**src/rtl/pipe_stage_reg.sv**
```systemverilog
// Inter-stage pipeline register with a valid/ready handshake and a one-entry skid buffer.
// All state changes on the falling edge of clk; flush turns held entries into bubbles.
module pipe_stage_reg #(
  parameter int INSTR_W = 16,
  parameter int PC_W = 16,
  parameter logic [INSTR_W-1:0] NOP_WORD = '0
) (
  input  logic               clk,
  input  logic               rst,
  input  logic               flush,
  input  logic               in_valid,
  output logic               in_ready,
  input  logic [INSTR_W-1:0] in_instr,
  input  logic [PC_W-1:0]    in_pc_plus_2,
  output logic               out_valid,
  input  logic               out_ready,
  output logic [INSTR_W-1:0] out_instr,
  output logic [PC_W-1:0]    out_pc_plus_2,
  output logic [1:0]         dbg_state
);

  // Handshake: a transfer happens on a falling edge where valid and ready are both 1.
  // Upstream: in_valid & in_ready; downstream: out_valid & out_ready. in_ready and
  // out_valid come straight from registered state, never from out_ready.

  // Encoding is {main_valid, skid_valid}; 2'b01 is unreachable.
  typedef enum logic [1:0] {
    EMPTY = 2'b00,
    FULL  = 2'b10,
    SKID  = 2'b11
  } state_t;

  state_t             state;
  logic [INSTR_W-1:0] skid_instr;
  logic [PC_W-1:0]    skid_pc_plus_2;
  logic               in_fire;
  logic               out_fire;

  assign out_valid = state[1];
  assign in_ready  = ~state[0];
  assign dbg_state = state;
  assign in_fire   = in_valid & in_ready;
  assign out_fire  = out_valid & out_ready;

  always_ff @(negedge clk) begin
    if (rst || flush) begin
      state          <= EMPTY;
      out_instr      <= NOP_WORD;
      out_pc_plus_2  <= '0;
      skid_instr     <= '0;
      skid_pc_plus_2 <= '0;
    end else begin
      case (state)
        EMPTY: begin
          if (in_fire) begin
            state         <= FULL;
            out_instr     <= in_instr;
            out_pc_plus_2 <= in_pc_plus_2;
          end
        end
        FULL: begin
          if (in_fire && out_fire) begin
            out_instr     <= in_instr;
            out_pc_plus_2 <= in_pc_plus_2;
          end else if (in_fire) begin
            // Downstream stalled: park the new word behind the held one.
            state          <= SKID;
            skid_instr     <= in_instr;
            skid_pc_plus_2 <= in_pc_plus_2;
          end else if (out_fire) begin
            state         <= EMPTY;
            out_instr     <= NOP_WORD;
            out_pc_plus_2 <= '0;
          end
        end
        SKID: begin
          if (out_fire) begin
            state         <= FULL;
            out_instr     <= skid_instr;
            out_pc_plus_2 <= skid_pc_plus_2;
          end
        end
        default: begin
          state          <= EMPTY;
          out_instr      <= NOP_WORD;
          out_pc_plus_2  <= '0;
          skid_instr     <= '0;
          skid_pc_plus_2 <= '0;
        end
      endcase
    end
  end

endmodule

```
**config.mk**
```make
export PLATFORM = sky130hd
export DESIGN_NAME = pipe_stage_reg
export DESIGN_NICKNAME = d
export VERILOG_FILES = /design/src/rtl/pipe_stage_reg.sv
export SDC_FILE = /design/constraint.sdc
export NUM_CORES = 1
export LEC_CHECK = 0
export CAP_MARGIN = 20
export CORE_MARGIN = 1
export CORE_UTILIZATION = 40
export DETAILED_ROUTE_END_ITERATION = 8
export PLACE_DENSITY_LB_ADDON = 0.2
export SETUP_SLACK_MARGIN = 0.3
export SYNTH_ARGS = -nofsm -noshare
export SYNTH_HDL_FRONTEND = slang
export SYNTH_SLANG_ARGS = --single-unit
```
**constraint.sdc**
```tcl
create_clock -name clk -period 4.5 [get_ports clk]
set_clock_uncertainty 0.15 [all_clocks]
set_input_delay 0.45 -clock clk [delete_from_list [all_inputs] [get_ports clk]]
set_output_delay 0.45 -clock clk [all_outputs]
set_load 0.005 [all_outputs]
```
==> flow_metrics.py <==
# Generated from Yosys and OpenROAD reports
metrics = {
    "clocking": {
        "cts-resized-gates": 4,
        "clk_path_buf_depth": 2,
        "post_cts.repair.setup_buffers": 0,
        "root_buffer": "clkbuf_8",
        "tritoncts": "built",
    },
    "final_layout": {
        "final_util": 0.653,
        "fin_cells": 441,
        "seqCellArea_um2": 1330,
        "lay_top_count": "clkdlybuf4s50_1",
        "clk_share": 0.119,
        "n_all_buffers": 89,
        "fillCellCount": 522,
        "nClkBuffers": 9,
        "finish.instance_area_um2": 3960,
    },
    "logic_synthesis": {
        "yosys_most_used_dff": "dfxtp_1",
        "synth_flops": 66,
        "yosysUniqueCellTypes": 28,
        "ys_seq_frac": 0.516,
        "netlist.area_leader.share": 0.516,
        "syn_inst": 216,
        "ys_sh_simple": 0.0376,
        "ys_sh_mux": 0,
        "edf_count": 0,
        "syn_area_per_cell_um2": 11.9,
        "synth-async-reset-ratio": 0,
        "ys_top_logic_family": "AND-OR/OR-AND gates",
        "synth_chip_area_um2": 2560,
        "yosys_warnings": 0,
    },
    "critical_path": {
        "worstRegToRegCells": 7,
        "crit_family": "buffers and inverters",
        "critPathSlowestCell": "clkdlybuf4s50_1",
        "r2r_start": "dbg_state[1]$_SDFFE_NP0P_",
        "cp_data_arrival_time_ns": 3.58,
        "path_max_fanout": 8,
        "critPathLaunch": "dbg_state[0]$_SDFFE_NP0P_",
    },
    "global_route": {
        "grtUsageTotal": 0.211,
        "grt_pass1_wl_mm": 10.4,
        "met2_usage": 0.319,
        "busiest_layer": "met2",
        "antenna_found_initial": 0,
        "grt_pass1_vias": 2334,
        "grt-ovfl-total": 0,
    },
    "pwr": {
        "clockPowerShare": 0.501,
        "power_leakage_uw": 0.00187,
        "pwr_density_cell_nw_per_um2": 404,
        "p_int_uw": 1110,
    },
    "floorplan": {
        "initCoreUtil": 0.423,
        "rows": 28,
        "fp.dieW_um": 82.0,
    },
    "placement": {
        "place_ws_ns": -0.182,
        "portBuffers": 72,
        "dpl_cell_area_um2": 3460,
    },
    "outcome": {
        "status": "complete, no violations",
    },
    "drt": {
        "drtPass1Iterations": 4,
    },
    "job": {
        "warnings": 98,
    },
    "timing": {
        "finalSetupViolations": 0,
        "rsz0062_at_grt": "true",
    },
    "hold_path": {
        "whs_path_depth": 1,
    },
}
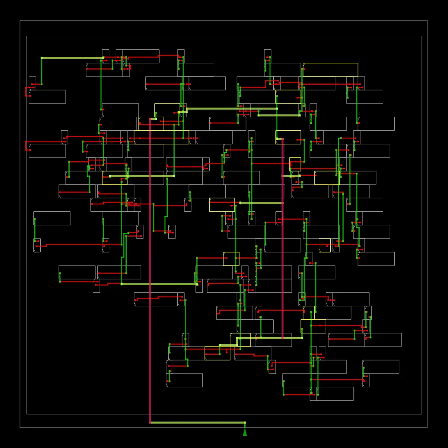
(images/clock_nets.png)
Inserted Clock Buffers: 9
Latency at later pin: 0.39 ns
P_clk: 801 uW

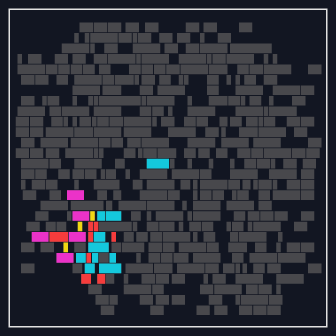
(images/gates.png)
| family | color | cells | most used |
|---|---|---|---|
| nand cells | red | 8 | nand2_1 |
| fa/ha/maj cells | magenta | 5 | ha_1 |
| inv cells | yellow | 3 | inv_1 |
| aoi and oai cells | cyan | 10 | a21oi_4 |

No activity file was given, so power comes from the tool's default toggle rates.
